clk_routes.png
(3 px per um)
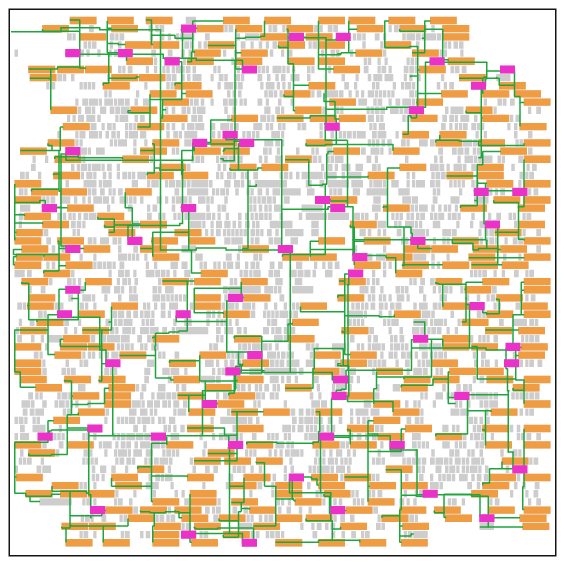
congestion.png
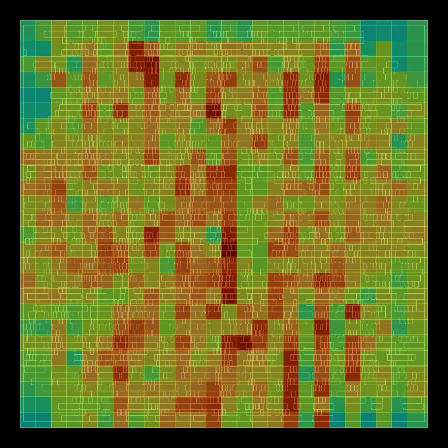
[config.mk]
export PLATFORM = sky130hd
export DESIGN_NAME = pop_sequence_decoder
export DESIGN_NICKNAME = d
export VERILOG_FILES = /design/src/rtl/pop_pkg.sv /design/src/rtl/pop_edge_detect.sv /design/src/rtl/pop_sequence_decoder.sv
export SDC_FILE = /design/constraint.sdc
export NUM_CORES = 1
export LEC_CHECK = 0
export ABC_AREA = 1
export ABC_CLOCK_PERIOD_IN_PS = 2900
export CORE_UTILIZATION = 53
export CTS_BUF_LIST = sky130_fd_sc_hd__clkbuf_8
export DETAILED_ROUTE_END_ITERATION = 12
export DONT_BUFFER_PORTS = 1
export PLACE_DENSITY = 0.64
export RECOVER_POWER = 50
export SLEW_MARGIN = 20
export SYNTH_ARGS = -nofsm -noshare
export SYNTH_HDL_FRONTEND = slang
export SYNTH_SLANG_ARGS = --single-unit
[constraint.sdc]
create_clock -name clk_2M5 -period 2.9 [get_ports clk_2M5]
set_input_delay 0.58 -clock clk_2M5 [delete_from_list [all_inputs] [get_ports clk_2M5]]
set_output_delay 0.58 -clock clk_2M5 [all_outputs]
set_load 0.02 [all_outputs]
[src/rtl/pop_pkg.sv]
// Shared types and constants for the POP timing-chain checker.
// Latency: n/a (definitions only).
// Backpressure: n/a.
package pop_pkg;

    localparam int POP_WIDTH_DEF    = 16;
    localparam int POP_ERRCNT_W_DEF = 8;

    // Decoder FSM: one state per interval of the POP cycle, plus HUNT for
    // resynchronising after reset or an error.
    typedef enum logic [3:0] {
        ST_HUNT  = 4'd0,
        ST_PUMP  = 4'd1,
        ST_GAP1  = 4'd2,
        ST_PI1   = 4'd3,
        ST_FREEP = 4'd4,
        ST_PI2   = 4'd5,
        ST_GAP2  = 4'd6,
        ST_PROBE = 4'd7,
        ST_POST  = 4'd8
    } pop_state_t;

    localparam logic [2:0] ERR_NONE    = 3'd0;
    localparam logic [2:0] ERR_ORDER   = 3'd1;
    localparam logic [2:0] ERR_OVERLAP = 3'd2;
    localparam logic [2:0] ERR_SAMPLE  = 3'd3;
    localparam logic [2:0] ERR_TIMEOUT = 3'd4;

endpackage

[src/rtl/pop_edge_detect.sv]
// Two-stage register on one gate; lvl is the registered gate, rise/fall compare stages.
// Latency: lvl one cycle after the pin, rise/fall valid during that same cycle.
// Backpressure: none, free-running.
// Ports: clk, rst_n (async active-low), din (gate), lvl, rise, fall.
module pop_edge_detect (
    input  logic clk,
    input  logic rst_n,
    input  logic din,
    output logic lvl,
    output logic rise,
    output logic fall
);

    logic lvl_d;

    always_ff @(posedge clk or negedge rst_n) begin
        if (!rst_n) begin
            lvl   <= 1'b0;
            lvl_d <= 1'b0;
        end else begin
            lvl   <= din;
            lvl_d <= lvl;
        end
    end

    assign rise = lvl & ~lvl_d;
    assign fall = ~lvl & lvl_d;

endmodule

[src/rtl/pop_sequence_decoder.sv]
// Decodes pump/MW/probe/sample gates into interval widths; flags protocol violations.
// Latency: gate edges acted on 2 cycles after the pins; results publish on the pump rise closing a cycle.
// Backpressure: none; result_valid and seq_error are single-cycle strobes.
// Ports: clk_2M5, reset_n (async active-low); gates pump, MW, probe, sample;
//   result_valid + ten WIDTH-bit widths; seq_error, err_code, err_count; pi_mismatch.
// Optional: POP_PI_MATCH_CHECK_EN builds the pi1/pi2 width comparator behind pi_mismatch.
module pop_sequence_decoder
    import pop_pkg::*;
#(
    parameter int WIDTH    = POP_WIDTH_DEF,
    parameter int ERRCNT_W = POP_ERRCNT_W_DEF
) (
    input  logic                clk_2M5,
    input  logic                reset_n,
    input  logic                pump,
    input  logic                MW,
    input  logic                probe,
    input  logic                sample,
    output logic                result_valid,
    output logic [WIDTH-1:0]    pump_width,
    output logic [WIDTH-1:0]    gap1_width,
    output logic [WIDTH-1:0]    pi1_width,
    output logic [WIDTH-1:0]    freep_width,
    output logic [WIDTH-1:0]    pi2_width,
    output logic [WIDTH-1:0]    gap2_width,
    output logic [WIDTH-1:0]    probe_width,
    output logic [WIDTH-1:0]    sample_delay,
    output logic [WIDTH-1:0]    sample_width,
    output logic [WIDTH-1:0]    period,
    output logic                seq_error,
    output logic [2:0]          err_code,
    output logic [ERRCNT_W-1:0] err_count,
    output logic                pi_mismatch
);

    localparam logic [WIDTH-1:0]    CNT_MAX = {WIDTH{1'b1}};
    localparam logic [ERRCNT_W-1:0] ERR_MAX = {ERRCNT_W{1'b1}};

    logic p_q, p_r, p_f, m_q, m_r, m_f, r_q, r_r, r_f, s_q, s_r, s_f;

    pop_edge_detect u_ed_pump  (.clk(clk_2M5), .rst_n(reset_n), .din(pump),   .lvl(p_q), .rise(p_r), .fall(p_f));
    pop_edge_detect u_ed_mw    (.clk(clk_2M5), .rst_n(reset_n), .din(MW),     .lvl(m_q), .rise(m_r), .fall(m_f));
    pop_edge_detect u_ed_probe (.clk(clk_2M5), .rst_n(reset_n), .din(probe),  .lvl(r_q), .rise(r_r), .fall(r_f));
    pop_edge_detect u_ed_samp  (.clk(clk_2M5), .rst_n(reset_n), .din(sample), .lvl(s_q), .rise(s_r), .fall(s_f));

    pop_state_t state, ns;

    logic [WIDTH-1:0] pump_c, gap1_c, pi1_c, freep_c, pi2_c, gap2_c, probe_c, sdly_c, swid_c, per_c;
    logic             s_seen;   // sample rise already observed in this probe window

    // Bit order: {p_r, p_f, m_r, m_f, r_r, r_f}
    logic [5:0] edges, exp_mask;
    assign edges = {p_r, p_f, m_r, m_f, r_r, r_f};

    always_comb begin
        ns       = state;
        exp_mask = 6'b000000;
        case (state)
            ST_HUNT:  if (p_r) ns = ST_PUMP;
            ST_PUMP:  begin exp_mask = 6'b010000; if (p_f) ns = ST_GAP1;  end
            ST_GAP1:  begin exp_mask = 6'b001000; if (m_r) ns = ST_PI1;   end
            ST_PI1:   begin exp_mask = 6'b000100; if (m_f) ns = ST_FREEP; end
            ST_FREEP: begin exp_mask = 6'b001000; if (m_r) ns = ST_PI2;   end
            ST_PI2:   begin exp_mask = 6'b000100; if (m_f) ns = ST_GAP2;  end
            ST_GAP2:  begin exp_mask = 6'b000010; if (r_r) ns = ST_PROBE; end
            ST_PROBE: begin exp_mask = 6'b000001; if (r_f) ns = ST_POST;  end
            ST_POST:  begin exp_mask = 6'b100000; if (p_r) ns = ST_PUMP;  end
            default:  ns = ST_HUNT;
        endcase
    end

    logic active, overlap, order_hit, samp_bad, cnt_sat;
    logic e_order, e_overlap, e_sample, e_timeout, err_any, start, publish;
    logic [2:0] err_sel;

    assign active    = (state != ST_HUNT);
    assign overlap   = (p_q & m_q) | (p_q & r_q) | (m_q & r_q);
    assign order_hit = |(edges & ~exp_mask);
    // Sample may rise on the probe-rise edge and may fall on the probe-fall edge.
    assign samp_bad  = (s_r & ~((state == ST_PROBE) | ((state == ST_GAP2) & r_r)))
                     | (s_f & (state != ST_PROBE));
    assign cnt_sat   = (pump_c == CNT_MAX) | (gap1_c == CNT_MAX) | (pi1_c == CNT_MAX)
                     | (freep_c == CNT_MAX) | (pi2_c == CNT_MAX) | (gap2_c == CNT_MAX)
                     | (probe_c == CNT_MAX) | (sdly_c == CNT_MAX) | (swid_c == CNT_MAX)
                     | (per_c == CNT_MAX);

    // The edge that creates an overlap is reported as the overlap itself,
    // not additionally as an out-of-order edge.
    assign e_order   = active & order_hit & ~overlap;
    assign e_overlap = active & overlap;
    assign e_sample  = active & samp_bad;
    assign e_timeout = active & cnt_sat;
    assign err_any   = e_order | e_overlap | e_sample | e_timeout;
    assign err_sel   = e_order   ? ERR_ORDER   :
                       e_overlap ? ERR_OVERLAP :
                       e_sample  ? ERR_SAMPLE  : ERR_TIMEOUT;

    assign start   = p_r & ((state == ST_HUNT) | (state == ST_POST)) & ~err_any;
    assign publish = start & (state == ST_POST);

    always_ff @(posedge clk_2M5 or negedge reset_n) begin
        if (!reset_n) begin
            state        <= ST_HUNT;
            {pump_c, gap1_c, pi1_c, freep_c, pi2_c} <= '0;
            {gap2_c, probe_c, sdly_c, swid_c, per_c} <= '0;
            s_seen       <= 1'b0;
            result_valid <= 1'b0;
            {pump_width, gap1_width, pi1_width, freep_width, pi2_width} <= '0;
            {gap2_width, probe_width, sample_delay, sample_width, period} <= '0;
            seq_error    <= 1'b0;
            err_code     <= ERR_NONE;
            err_count    <= '0;
        end else begin
            result_valid <= 1'b0;
            seq_error    <= 1'b0;
            if (err_any) begin
                state     <= ST_HUNT;
                seq_error <= 1'b1;
                err_code  <= err_sel;
                if (err_count != ERR_MAX) err_count <= err_count + 1'b1;
                {pump_c, gap1_c, pi1_c, freep_c, pi2_c} <= '0;
                {gap2_c, probe_c, sdly_c, swid_c, per_c} <= '0;
                s_seen    <= 1'b0;
            end else begin
                state <= ns;
                if (start) begin
                    if (publish) begin
                        result_valid <= 1'b1;
                        pump_width   <= pump_c;
                        gap1_width   <= gap1_c;
                        pi1_width    <= pi1_c;
                        freep_width  <= freep_c;
                        pi2_width    <= pi2_c;
                        gap2_width   <= gap2_c;
                        probe_width  <= probe_c;
                        sample_delay <= sdly_c;
                        sample_width <= swid_c;
                        period       <= per_c;
                    end
                    // The rise edge itself is the first pump cycle and the first period cycle.
                    {gap1_c, pi1_c, freep_c, pi2_c, gap2_c, probe_c, sdly_c, swid_c} <= '0;
                    pump_c <= {{(WIDTH-1){1'b0}}, 1'b1};
                    per_c  <= {{(WIDTH-1){1'b0}}, 1'b1};
                    s_seen <= 1'b0;
                end else if (active) begin
                    per_c <= per_c + 1'b1;
                    case (ns)
                        ST_PUMP:  pump_c  <= pump_c + 1'b1;
                        ST_GAP1:  gap1_c  <= gap1_c + 1'b1;
                        ST_PI1:   pi1_c   <= pi1_c + 1'b1;
                        ST_FREEP: freep_c <= freep_c + 1'b1;
                        ST_PI2:   pi2_c   <= pi2_c + 1'b1;
                        ST_GAP2:  gap2_c  <= gap2_c + 1'b1;
                        ST_PROBE: begin
                            probe_c <= probe_c + 1'b1;
                            if (s_q) swid_c <= swid_c + 1'b1;
                            // Delay stays 0 on the probe-rise edge and counts up to
                            // and including the edge on which sample rises.
                            if (state != ST_GAP2 && !s_seen) sdly_c <= sdly_c + 1'b1;
                            if (state == ST_GAP2 || !s_seen) s_seen <= s_r;
                        end
                        default: ;
                    endcase
                end
            end
        end
    end

`ifdef POP_PI_MATCH_CHECK_EN
    always_ff @(posedge clk_2M5 or negedge reset_n) begin
        if (!reset_n)     pi_mismatch <= 1'b0;
        else if (publish) pi_mismatch <= (pi1_c != pi2_c);
    end
`else
    assign pi_mismatch = 1'b0;
`endif

endmodule

==> flow_summary.yaml <==
# implementation run metrics
placement:
  place_congestion: 0.8880
  place_hpwl_um: 27290
route:
  dr_wl_met3_um: 2372
  drt-total-wl_um: 42060
  drtIter0Drc: 823
  drc: 0
  via_per_inst: 5.401
logic_synthesis:
  synth_area_um2: 17110
  synthCells: 2161
  yosysSeqAreaShare: 0.5061
  yosysWarnings: 0
  yosysUniqueCellTypes: 41
  yosys_most_used_dff: "dfrtp_1"
  floorplan.nets: 2178
  ys_ff: 346
layout:
  final_nets: 2200
  diodes: 0
  fillers: 2905
floorplan:
  dieHeight_um: 181.7
  rows: 65
global_routing:
  antenna_found_initial: 0
  track_usage: 0.2570
  grt_max_degree: 347
  grt_pass1_vias: 13853
  use_met3: 0.04773
worst_setup_path:
  cp-startpoint: "pi2_c[0]"
  timing.reg2reg.setup_slack_ns: 0.15
  r2r_start: "pi2_c[0]"
final_timing:
  final-hold-violation-count: 346
  slew_violations: 0
  whs_ns: -0.3187
  rsz0062_at_grt: "false"
  tns_ns: 0
  finalSetupViolations: 0
  slew_headroom: 0.1156
  finalCritPeriodShare: 0.9499
cts:
  clkLatencyLatePin_ns: 0.60
  cts_sinks: 346
  numCtsBuffers: 58
  htreeDepth: 2
power:
  total_power_uw: 13560
status:
  violations: "negative hold slack"
  status: "complete, but fails checks"
min_path:
  min-delay-path-class: "in -> async"
Notes on clk_routes.png above:
- clock drivers: magenta (count 58)
- flip-flops: orange (count 346)
- clock wires: green (length 4700 um)
- flops lie: widely spread
- routed clock nets: 59

Notes on congestion.png above:
grt met1 use: 0.3586
met2 GRT Util: 0.4126
post-layout util: 0.6023
global route hottest layer: met2

-- per-stage QoR --
step / std cells / hold WS [ns] / utilization / cell area, um^2
after floorplan: 2161 / 0.2844 / - / 17110
after global placement: 2512 / 0.2956 / 0.5550 / 17560
after detailed placement: 2512 / 0.2918 / 0.5550 / 17560
after CTS: 2621 / -0.3577 / 0.5989 / 18950
after global routing: 2630 / -0.3543 / 0.6023 / 19050
final: 2630 / -0.3187 / 0.6023 / 19050
-- synthesized netlist by cell type, types with 2 or more instances --
master	n	area [um^2]
or2_2	2	12.51
buf_4	13	97.59
o21ai_1	5	25.02
buf_6	4	45.04
nand3_1	132	660.6
nor4_1	7	43.79
dfrtp_1	346	8658
buf_2	25	125.1
clkbuf_1	46	172.7
inv_1	141	529.3
inv_2	4	15.01
clkinv_1	3	11.26
nor2_1	181	679.4
nand3_4	2	35.03
a21oi_1	13	65.06
xnor2_1	20	175.2
o31ai_1	2	15.01
o22ai_1	2	12.51
nand2_2	4	25.02
nand4_1	50	312.8
nand2_1	755	2834
o21ai_0	241	1206
nor2_2	3	18.77
nor3_1	26	130.1
ha_1	11	137.6
nor2_4	2	22.52
xor2_1	103	902.1
buf_1	5	18.77
-- layout by cell type (no fill, tap or decap), drive strengths merged, types with 4 or more instances in the layout --
cell type / Yosys / layout
dfrtp: 346 / 346
o21ai: 246 / 246
xor2: 103 / 103
a21oi: 14 / 14
nor2: 187 / 187
ha: 11 / 11
nand3: 134 / 134
dlygate4sd3: 0 / 4
xnor2: 20 / 20
bufinv: 0 / 5
clkbuf: 47 / 80
nand2: 760 / 760
clkinv: 3 / 9
nor4: 7 / 7
buf: 47 / 51
inv: 145 / 159
nor3: 27 / 27
nand4: 51 / 51
-- cell type report --
| cell class | count | area [um^2] | share of cell area |
|---|---|---|---|
| clock inverter | 26 | 240.2 | 0.01261 |
| timing repair buffer | 56 | 551.8 | 0.02896 |
| clock buffer | 79 | 1087 | 0.05706 |
| multi-input combinational | 1573 | 7456 | 0.3913 |
| inverter | 148 | 558.0 | 0.02929 |
| tap | 402 | 503.0 | 0.02640 |
| sequential | 346 | 8658 | 0.4544 |
-- where the power goes --
group | switching [uW] | internal (uW)
Combinational | 2500 | 985
Clock | 1980 | 2860
Sequential | 244 | 4990
-- critical path, stage by stage, from the launching register on --
cell and delay, ns:
dfrtp_1 0.41, ha_1 0.23, nand2_1 0.08, nor2_1 0.07
nand4_1 0.19, nand3_1 0.15, nor2_1 0.17, nand2_1 0.13
nand2_4 0.22, nand3_4 0.16, nor2_4 0.18, buf_4 0.15
buf_12 0.19, nand2_1 0.20, nand2_1 0.11
-- logic make-up after synthesis --
logic type | count (synthesis) | share of synthesized area
buffers and inverters | 242 | 0.05961
other | 1 | 0.0002192
adder cells (fa/ha/maj) | 11 | 0.008045
AND/OR/NAND/NOR | 1171 | 0.2835
AND-OR/OR-AND | 267 | 0.07957
flip-flops | 346 | 0.5061
XOR/XNOR | 123 | 0.06297
-- repair_timing --
item,4_1_cts,5_1_grt
setup buffers,0,8
gates cloned,0,1
pin swaps,0,2
endpoints found under the hold margin,350,346
resized,5,3
setup endpoints to repair,38,223
Power figures rest on the tool's default switching activity, not on a simulated workload.
